**config.mk**
```make
export PLATFORM = sky130hd
export DESIGN_NAME = mips_multicycle_ctrl_flat
export DESIGN_NICKNAME = d
export VERILOG_FILES = /design/src/rtl/mips_multicycle_ctrl_pkg.sv /design/src/rtl/mips_multicycle_ctrl_if.sv /design/src/rtl/mips_multicycle_ctrl_decode.sv /design/src/rtl/mips_multicycle_ctrl.sv /design/src/flat_wrapper.sv
export SDC_FILE = /design/constraint.sdc
export NUM_CORES = 1
export LEC_CHECK = 0
export ABC_AREA = 0
export ABC_CLOCK_PERIOD_IN_PS = 3700
export CAP_MARGIN = 20
export CORE_MARGIN = 2
export CORE_UTILIZATION = 49
export CTS_BUF_LIST = sky130_fd_sc_hd__clkbuf_2
export DETAILED_ROUTE_END_ITERATION = 7
export PLACE_DENSITY = 0.83
export SKIP_LAST_GASP = 1
export SLEW_MARGIN = 20
export SYNTH_ARGS = -nofsm -noshare
export SYNTH_HDL_FRONTEND = slang
export SYNTH_SLANG_ARGS = --single-unit
```
**constraint.sdc**
```tcl
create_clock -name clock -period 3.7 [get_ports clock]
set_input_delay 0.74 -clock clock [delete_from_list [all_inputs] [get_ports clock]]
set_output_delay 0.74 -clock clock [all_outputs]
set_load 0.02 [all_outputs]
```
**src/rtl/mips_multicycle_ctrl_pkg.sv**
```systemverilog
// Shared definitions for the multicycle MIPS main control unit.
// Holds the opcode constants, the 4-bit state encodings, the ALUOp codes,
// the control-word struct the state decoder produces, and the opcode
// dispatch helpers used in DECODE.
package mips_multicycle_ctrl_pkg;

    localparam logic [5:0] OP_RTYPE = 6'h00;
    localparam logic [5:0] OP_LW    = 6'h23;
    localparam logic [5:0] OP_SW    = 6'h2B;
    localparam logic [5:0] OP_BEQ   = 6'h04;
    localparam logic [5:0] OP_J     = 6'h02;
    localparam logic [5:0] OP_ADDI  = 6'h08;

    localparam logic [1:0] ALUOP_ADD   = 2'b00;
    localparam logic [1:0] ALUOP_SUB   = 2'b01;
    localparam logic [1:0] ALUOP_FUNCT = 2'b10;

    typedef enum logic [3:0] {
        S_FETCH     = 4'd0,
        S_DECODE    = 4'd1,
        S_MEM_ADDR  = 4'd2,
        S_MEM_READ  = 4'd3,
        S_MEM_WB    = 4'd4,
        S_MEM_WRITE = 4'd5,
        S_EXECUTE   = 4'd6,
        S_R_WB      = 4'd7,
        S_BRANCH    = 4'd8,
        S_JUMP      = 4'd9,
        S_ADDI_EX   = 4'd10,
        S_ADDI_WB   = 4'd11
    } state_t;

    typedef struct packed {
        logic       pc_write;
        logic       pc_write_cond;
        logic       i_or_d;
        logic       mem_read;
        logic       mem_write;
        logic       mem_to_reg;
        logic       ir_write;
        logic       alu_src_a;
        logic       reg_write;
        logic       reg_dst;
        logic [1:0] alu_src_b;
        logic [1:0] alu_op;
        logic [1:0] pc_source;
        logic       instr_done;
    } ctrl_word_t;

    function automatic logic op_known(input logic [5:0] op);
        return (op == OP_LW) || (op == OP_SW) || (op == OP_RTYPE) ||
               (op == OP_BEQ) || (op == OP_J) || (op == OP_ADDI);
    endfunction

    // Unknown opcodes fall back to FETCH; the caller flags them separately.
    function automatic state_t dispatch(input logic [5:0] op);
        case (op)
            OP_LW, OP_SW: return S_MEM_ADDR;
            OP_RTYPE:     return S_EXECUTE;
            OP_BEQ:       return S_BRANCH;
            OP_J:         return S_JUMP;
            OP_ADDI:      return S_ADDI_EX;
            default:      return S_FETCH;
        endcase
    endfunction

endpackage

```
**src/rtl/mips_multicycle_ctrl_if.sv**
```systemverilog
// Controller <-> datapath bundle.
// master: the control unit (drives selects/enables, state, status, counter;
//         reads opcode and mem_ready).
// slave:  the datapath/memory side (the mirror image).
interface mips_multicycle_ctrl_if #(parameter int CNT_W = 32);
    logic [5:0]       opcode;
    logic             mem_ready;
    logic             PCWrite, PCWriteCond, IorD, MemRead, MemWrite;
    logic             MemtoReg, IRWrite, ALUSrcA, RegWrite, RegDst;
    logic [1:0]       ALUSrcB, ALUOp, PCSource;
    logic [3:0]       state;
    logic             instr_done, illegal_op;
    logic [CNT_W-1:0] instr_count;

    modport master (
        input  opcode, mem_ready,
        output PCWrite, PCWriteCond, IorD, MemRead, MemWrite, MemtoReg,
               IRWrite, ALUSrcA, RegWrite, RegDst, ALUSrcB, ALUOp, PCSource,
               state, instr_done, illegal_op, instr_count
    );

    modport slave (
        output opcode, mem_ready,
        input  PCWrite, PCWriteCond, IorD, MemRead, MemWrite, MemtoReg,
               IRWrite, ALUSrcA, RegWrite, RegDst, ALUSrcB, ALUOp, PCSource,
               state, instr_done, illegal_op, instr_count
    );
endinterface

```
**src/rtl/mips_multicycle_ctrl_decode.sv**
```systemverilog
// mc_ctrl_decode: purely combinational state -> control word decode.
// Ports: state (current FSM state), mem_ready (effective memory ready,
// already forced high when the controller does not wait), cw (control word).
// Only the FETCH write-enables and the MEM_WRITE retirement pulse depend on
// mem_ready; everything else is Moore.
module mc_ctrl_decode
    import mips_multicycle_ctrl_pkg::*;
(
    input  state_t     state,
    input  logic       mem_ready,
    output ctrl_word_t cw
);
    always_comb begin
        cw = '0;
        case (state)
            S_FETCH: begin
                cw.mem_read  = 1'b1;
                cw.alu_src_b = 2'b01;
                cw.alu_op    = ALUOP_ADD;
                cw.ir_write  = mem_ready;
                cw.pc_write  = mem_ready;
            end
            S_DECODE: begin
                cw.alu_src_b = 2'b11;
                cw.alu_op    = ALUOP_ADD;
            end
            S_MEM_ADDR, S_ADDI_EX: begin
                cw.alu_src_a = 1'b1;
                cw.alu_src_b = 2'b10;
                cw.alu_op    = ALUOP_ADD;
            end
            S_MEM_READ: begin
                cw.mem_read = 1'b1;
                cw.i_or_d   = 1'b1;
            end
            S_MEM_WB: begin
                cw.reg_write  = 1'b1;
                cw.mem_to_reg = 1'b1;
                cw.instr_done = 1'b1;
            end
            S_MEM_WRITE: begin
                // Write strobe held through the stall; retire on completion.
                cw.mem_write  = 1'b1;
                cw.i_or_d     = 1'b1;
                cw.instr_done = mem_ready;
            end
            S_EXECUTE: begin
                cw.alu_src_a = 1'b1;
                cw.alu_op    = ALUOP_FUNCT;
            end
            S_R_WB: begin
                cw.reg_write  = 1'b1;
                cw.reg_dst    = 1'b1;
                cw.instr_done = 1'b1;
            end
            S_BRANCH: begin
                cw.alu_src_a     = 1'b1;
                cw.alu_op        = ALUOP_SUB;
                cw.pc_write_cond = 1'b1;
                cw.pc_source     = 2'b01;
                cw.instr_done    = 1'b1;
            end
            S_JUMP: begin
                cw.pc_write   = 1'b1;
                cw.pc_source  = 2'b10;
                cw.instr_done = 1'b1;
            end
            S_ADDI_WB: begin
                cw.reg_write  = 1'b1;
                cw.instr_done = 1'b1;
            end
            default: cw = '0;
        endcase
    end
endmodule

```
**src/rtl/mips_multicycle_ctrl.sv**
```systemverilog
// mips_multicycle_ctrl: main control FSM for the multicycle MIPS datapath.
// Ports: clock, reset (sync, active-high), bus (master side of
// mips_multicycle_ctrl_if: opcode/mem_ready in; datapath controls, state,
// instr_done, illegal_op, instr_count out).
// Holds the state register, next-state logic and retired-instruction counter;
// the control word itself comes from mc_ctrl_decode.
module mips_multicycle_ctrl
    import mips_multicycle_ctrl_pkg::*;
#(
    parameter bit WAIT_FOR_MEM = 1'b1,
    parameter int CNT_W        = 32
) (
    input  logic                   clock,
    input  logic                   reset,
    mips_multicycle_ctrl_if.master bus
);
    state_t           state_q, state_d;
    ctrl_word_t       cw, cw_out;
    logic             rdy, illegal;
    logic [CNT_W-1:0] cnt_q;

    assign rdy = WAIT_FOR_MEM ? bus.mem_ready : 1'b1;

    mc_ctrl_decode u_dec (
        .state     (state_q),
        .mem_ready (rdy),
        .cw        (cw)
    );

    always_comb begin
        state_d = S_FETCH;
        illegal = 1'b0;
        case (state_q)
            S_FETCH:     state_d = rdy ? S_DECODE : S_FETCH;
            S_DECODE: begin
                state_d = dispatch(bus.opcode);
                illegal = !op_known(bus.opcode);
            end
            S_MEM_ADDR:  state_d = (bus.opcode == OP_LW) ? S_MEM_READ : S_MEM_WRITE;
            S_MEM_READ:  state_d = rdy ? S_MEM_WB : S_MEM_READ;
            S_MEM_WRITE: state_d = rdy ? S_FETCH : S_MEM_WRITE;
            S_EXECUTE:   state_d = S_R_WB;
            S_ADDI_EX:   state_d = S_ADDI_WB;
            default:     state_d = S_FETCH;
        endcase
    end

    always_ff @(posedge clock) begin
        if (reset) begin
            state_q <= S_FETCH;
            cnt_q   <= '0;
        end else begin
            state_q <= state_d;
            if (cw.instr_done) cnt_q <= cnt_q + CNT_W'(1);
        end
    end

    // Everything the datapath sees is quiet while reset is held.
    assign cw_out = reset ? '0 : cw;

    assign bus.PCWrite     = cw_out.pc_write;
    assign bus.PCWriteCond = cw_out.pc_write_cond;
    assign bus.IorD        = cw_out.i_or_d;
    assign bus.MemRead     = cw_out.mem_read;
    assign bus.MemWrite    = cw_out.mem_write;
    assign bus.MemtoReg    = cw_out.mem_to_reg;
    assign bus.IRWrite     = cw_out.ir_write;
    assign bus.ALUSrcA     = cw_out.alu_src_a;
    assign bus.RegWrite    = cw_out.reg_write;
    assign bus.RegDst      = cw_out.reg_dst;
    assign bus.ALUSrcB     = cw_out.alu_src_b;
    assign bus.ALUOp       = cw_out.alu_op;
    assign bus.PCSource    = cw_out.pc_source;
    assign bus.instr_done  = cw_out.instr_done;
    assign bus.illegal_op  = illegal && !reset;
    assign bus.state       = state_q;
    assign bus.instr_count = cnt_q;
endmodule

```
**src/flat_wrapper.sv**
```systemverilog
// flat-port wrapper written by rule: the top's interface ports become plain ports
module mips_multicycle_ctrl_flat import mips_multicycle_ctrl_pkg::*;
#(
    parameter bit WAIT_FOR_MEM = 1'b1,
    parameter int CNT_W        = 32
)
  (clock, reset, bus_opcode, bus_mem_ready, bus_PCWrite, bus_PCWriteCond, bus_IorD, bus_MemRead, bus_MemWrite, bus_MemtoReg, bus_IRWrite, bus_ALUSrcA, bus_RegWrite, bus_RegDst, bus_ALUSrcB, bus_ALUOp, bus_PCSource, bus_state, bus_instr_done, bus_illegal_op, bus_instr_count);
  mips_multicycle_ctrl_if #(.CNT_W(CNT_W)) bus_i ();
  input  logic clock;
  input  logic reset;
  input wire logic [$bits(bus_i.opcode)-1:0] bus_opcode;
  input wire logic [$bits(bus_i.mem_ready)-1:0] bus_mem_ready;
  output wire logic [$bits(bus_i.PCWrite)-1:0] bus_PCWrite;
  output wire logic [$bits(bus_i.PCWriteCond)-1:0] bus_PCWriteCond;
  output wire logic [$bits(bus_i.IorD)-1:0] bus_IorD;
  output wire logic [$bits(bus_i.MemRead)-1:0] bus_MemRead;
  output wire logic [$bits(bus_i.MemWrite)-1:0] bus_MemWrite;
  output wire logic [$bits(bus_i.MemtoReg)-1:0] bus_MemtoReg;
  output wire logic [$bits(bus_i.IRWrite)-1:0] bus_IRWrite;
  output wire logic [$bits(bus_i.ALUSrcA)-1:0] bus_ALUSrcA;
  output wire logic [$bits(bus_i.RegWrite)-1:0] bus_RegWrite;
  output wire logic [$bits(bus_i.RegDst)-1:0] bus_RegDst;
  output wire logic [$bits(bus_i.ALUSrcB)-1:0] bus_ALUSrcB;
  output wire logic [$bits(bus_i.ALUOp)-1:0] bus_ALUOp;
  output wire logic [$bits(bus_i.PCSource)-1:0] bus_PCSource;
  output wire logic [$bits(bus_i.state)-1:0] bus_state;
  output wire logic [$bits(bus_i.instr_done)-1:0] bus_instr_done;
  output wire logic [$bits(bus_i.illegal_op)-1:0] bus_illegal_op;
  output wire logic [$bits(bus_i.instr_count)-1:0] bus_instr_count;
  assign bus_i.opcode = bus_opcode;
  assign bus_i.mem_ready = bus_mem_ready;
  assign bus_PCWrite = bus_i.PCWrite;
  assign bus_PCWriteCond = bus_i.PCWriteCond;
  assign bus_IorD = bus_i.IorD;
  assign bus_MemRead = bus_i.MemRead;
  assign bus_MemWrite = bus_i.MemWrite;
  assign bus_MemtoReg = bus_i.MemtoReg;
  assign bus_IRWrite = bus_i.IRWrite;
  assign bus_ALUSrcA = bus_i.ALUSrcA;
  assign bus_RegWrite = bus_i.RegWrite;
  assign bus_RegDst = bus_i.RegDst;
  assign bus_ALUSrcB = bus_i.ALUSrcB;
  assign bus_ALUOp = bus_i.ALUOp;
  assign bus_PCSource = bus_i.PCSource;
  assign bus_state = bus_i.state;
  assign bus_instr_done = bus_i.instr_done;
  assign bus_illegal_op = bus_i.illegal_op;
  assign bus_instr_count = bus_i.instr_count;
  mips_multicycle_ctrl #(.WAIT_FOR_MEM(WAIT_FOR_MEM), .CNT_W(CNT_W)) u_core (.clock(clock), .reset(reset), .bus(bus_i));
endmodule
```
layer_met1.png
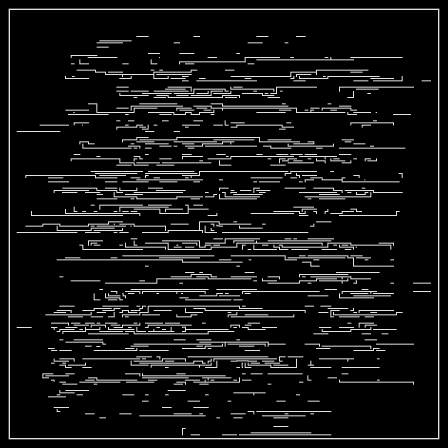
share of all routed wire: 48%
wire length on this layer: 2440 um

layer_met2.png
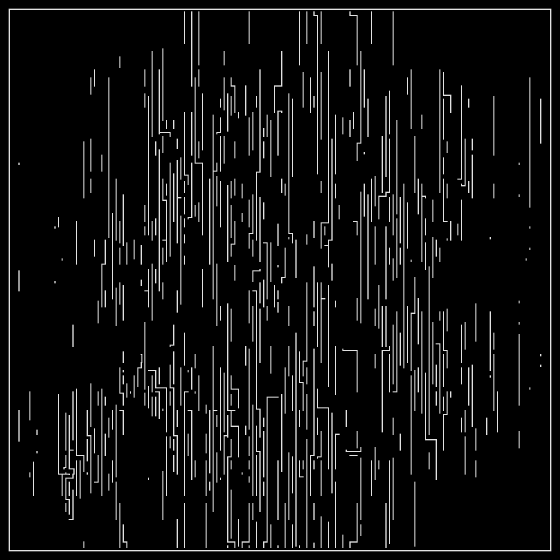
wire length on this layer: 2320 um
longest straight run: 27.2 um
total vias in the final route: 2177
met2 track demand over resource in global routing: 30.98%

layer_met3.png
Bar = 20 um. Cells faint in the background.
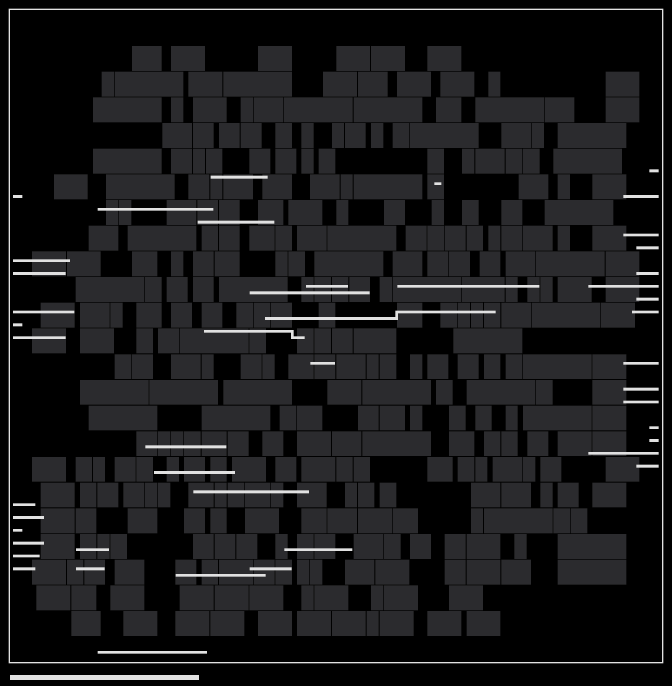
longest straight run: 14.7 um
share of all routed wire: 4.8%

==> results.rst <==
Flow metrics
------------

.. list-table::
   :header-rows: 1

   * - Metric
     - Value
   * - Maximum number of pins on one net before global-route repair
     - 40
   * - Number of cells produced by synthesis
     - 271
   * - Flip-flop and latch count after synthesis
     - 36
   * - PostCTS Resize Cnt
     - 0
   * - Synth unique cells
     - 40
   * - Timing-limited maximum frequency
     - 0.2884 GHz
   * - Sum Neg Setup Slack
     - 0 ns
   * - Sequential fraction of the synthesis area
     - 34.76%
   * - Nets
     - 335
   * - Proportion of layout cells with a drive suffix above 1
     - 4.615%
   * - Post-detailed-routing wire length
     - 5068 um
   * - Number of DRC markers in iteration 0
     - 144
   * - Required time of the critical path
     - 2.96 ns
   * - Final design instance area without fill
     - 0.002734 mm2
   * - Setup slack after placement
     - 0.3165 ns
   * - Number of H-tree levels
     - 2
   * - Width of the die
     - 69.05 um
   * - Yosys Chip Area
     - 0.002073 mm2
   * - Remaining design rule violation count
     - 0
   * - Clk pwr share
     - 27.3%
   * - Number of cells on the worst reg-to-reg path
     - 6
   * - Number of global-route vias before repair
     - 1844
   * - CTS Buf Count
     - 5
   * - Gpl congestion
     - 0.8684
   * - Hold Crit Endpoint
     - u_core.bus.instr_count[31]
   * - Max-Slew Margin vs Limit
     - 56.56%
   * - Largest clock skew in the final design
     - 0.02390 ns
   * - Number of hold violations in the final report
     - 0
   * - Most frequently placed logic cell in the final layout
     - sky130_fd_sc_hd__clkdlybuf4s50_1
   * - Worst hold path cell count
     - 2
   * - Chip area
     - 0.004767 mm2
   * - Die y size
     - 69.05 um
   * - Largest fanout on the critical path
     - 20
   * - Type of element capturing the critical path
     - output port
   * - Routed via count divided by cell count
     - 5.805
   * - Clock tree from TritonCTS
     - done
   * - Source of the worst hold timing path
     - u_core.bus.instr_count[31]
   * - CP startpoint kind
     - register
   * - Number of I/O port buffers
     - 62
   * - Leakage power
     - 0.8590 nW
   * - Most common flop cell mapped by yosys
     - sky130_fd_sc_hd__dfxtp_1
   * - Cell row count
     - 23
   * - OpenROAD warning count
     - 26
   * - Combinational power share
     - 9.3%
   * - Final hold slack
     - 0.5065 ns
   * - Most frequently placed logic cells in the final layout
     - sky130_fd_sc_hd__clkdlybuf4s50_1 (62), sky130_fd_sc_hd__nor2_1 (38), sky130_fd_sc_hd__dfxtp_1 (36), sky130_fd_sc_hd__xnor2_1 (20), sky130_fd_sc_hd__nand2_1 (16)
   * - Capture instance of the worst register-to-register path
     - u_core.bus.instr_count[30]
   * - Ports
     - 63
   * - Clock Pin Slew Worst Setup and Hold Paths
     - 0.18 ns
   * - Worst setup path category
     - register to output port
   * - ANT cells
     - 0
   * - Largest buffer count on any clock path
     - 2
   * - Remaining number of nets flagged by the antenna check after routing
     - 0
   * - Power per Cell Area
     - 226.5 mW/mm2
   * - Clk Latency, worst-skew pair
     - 0.37 ns
   * - Result of the run
     - completed
   * - Unrepaired setup endpoints after global routing
     - false
   * - Layout area overhead
     - 31.86%
   * - Length of the first detailed-routing pass in iterations
     - 4
   * - Post-synthesis instance area
     - 0.002073 mm2
   * - Hold buffers post-CTS
     - 0
   * - Master cell of the clock root buffer
     - sky130_fd_sc_hd__clkbuf_2
   * - Total global routing overflow
     - 0
   * - Area after DPL
     - 0.002699 mm2
   * - Worst r2r src
     - u_core.bus.state[2]
   * - Detailed placer's ending HPWL
     - 3612 um
   * - Number of max-cap violations
     - 0
   * - Setup violation total in the final timing report
     - 0
congestion.png
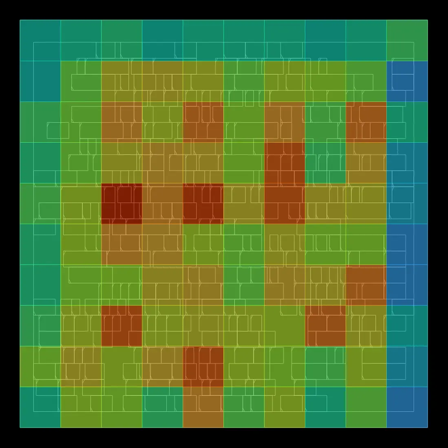
met3 capacity usage during global routing: 3.363%
average routed wire per standard cell: 13.51 um
total global routing track utilization: 20.80%

flops_by_reg.png
Bar = 20 um. Other cells in gray.
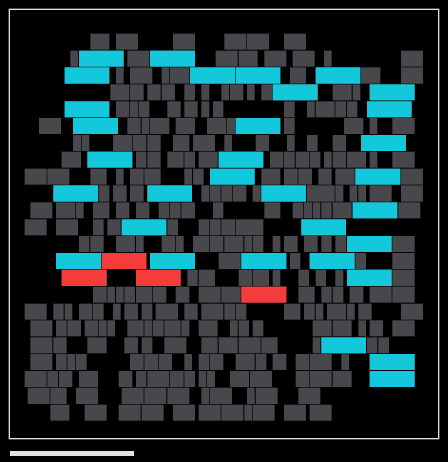
legend:
  red:
    name_in_the_netlist: u_core.bus.state
    sequential_cells: 4
  cyan:
    name_in_the_netlist: u_core.bus.instr_count
    sequential_cells: 32
Sequential cell area: 720.7 um2
post-route core utilization: 67.86%
fraction of standard cell area that is sequential: 26.36%
P_seq: 0.000393 W

synthesized netlist by cell type, drive strengths merged (3+ instances only):
| cell type | number | share of area, % |
|---|---|---|
| buf | 4 | 1.5 |
| xnor2 | 20 | 8.4 |
| and3 | 11 | 3.3 |
| nand2b | 3 | 0.91 |
| clkbuf | 15 | 2.7 |
| xor2 | 5 | 2.1 |
| inv | 3 | 0.54 |
| nand4 | 14 | 4.2 |
| o21ai | 13 | 3.1 |
| nor2 | 38 | 6.9 |
| nand3b | 4 | 1.4 |
| nor3 | 14 | 3.4 |
| nand3 | 10 | 2.4 |
| or4 | 4 | 1.4 |
| a21oi | 14 | 3.4 |
| dfxtp | 36 | 35 |
| nor4 | 14 | 4.5 |
| and4 | 4 | 1.7 |
| nand2 | 16 | 2.9 |
| and2 | 5 | 1.6 |
| or3 | 6 | 1.8 |
power groups by stage:
stage	combinational, W	sequential (W)	clock, W
final	0.0000576	0.000393	0.000169
after global routing	0.0000615	0.000394	0.000187
after detailed placement	0.0000569	0.000401	0
after global placement	0.0000563	0.000401	0
after CTS	0.0000571	0.000393	0.000173
after floorplan	0.0000300	0.000400	0
final cells by class:
class | instances | area (um2) | share of cell area [%]
multi-input combinational | 213 | 1254 | 45.86
clock inverter | 1 | 5.005 | 0.1831
tap | 50 | 62.56 | 2.288
clock buffer | 6 | 30.03 | 1.098
sequential | 36 | 720.7 | 26.36
inverter | 3 | 11.26 | 0.4119
timing repair buffer | 66 | 650.6 | 23.80
state kept, by name (all words and copies together), names as in the netlist:
register and cells:
u_core.bus.instr_count 32, u_core.bus.state 4
routing by layer:
layer / track usage [%] / wire length, um
met5: 0 / 0
met4: 7.190 / 62
met3: 3.363 / 242
met2: 30.98 / 2324
met1: 30.32 / 2438
how the worst max path moves through the flow:
stage,start,end,slack (ns),cells after the start
3_5_place_dp,bus_mem_ready,bus_instr_done,0.32,5
5_1_grt,u_core.bus.state[2],bus_instr_done,0.12,4
6_report,u_core.bus.state[2],bus_instr_done,0.23,4
2_1_floorplan,bus_mem_ready,bus_instr_done,1.07,5
3_3_place_gp,bus_mem_ready,bus_instr_done,0.36,5
4_1_cts,u_core.bus.state[2],bus_instr_done,0.24,4
cells by family after synthesis:
family	after synthesis	share of synthesized area (%)
adders and majority gates	1	0.6034
xor gates and xnor gates	25	10.56
AOI/OAI and AO/OA	35	9.354
DFF	36	34.76
buffers and inverters	22	4.767
and+or+nand+nor	151	39.47
muxes	1	0.4828
stage by stage:
stage                     utilization (%)  cells
after floorplan                         -    271
after global placement              66.99    368
after detailed placement            66.99    368
after CTS                           67.86    375
after global routing                67.86    375
final                               67.86    375
critical path, stage by stage (launching register included):
cell	delay, ns
sky130_fd_sc_hd__dfxtp_1	0.77
sky130_fd_sc_hd__nor2_1	0.26
sky130_fd_sc_hd__or4_1	0.60
sky130_fd_sc_hd__nor2_1	0.13
sky130_fd_sc_hd__clkdlybuf4s50_1	0.61
Power figures rest on the tool's default switching activity, not on a simulated workload.
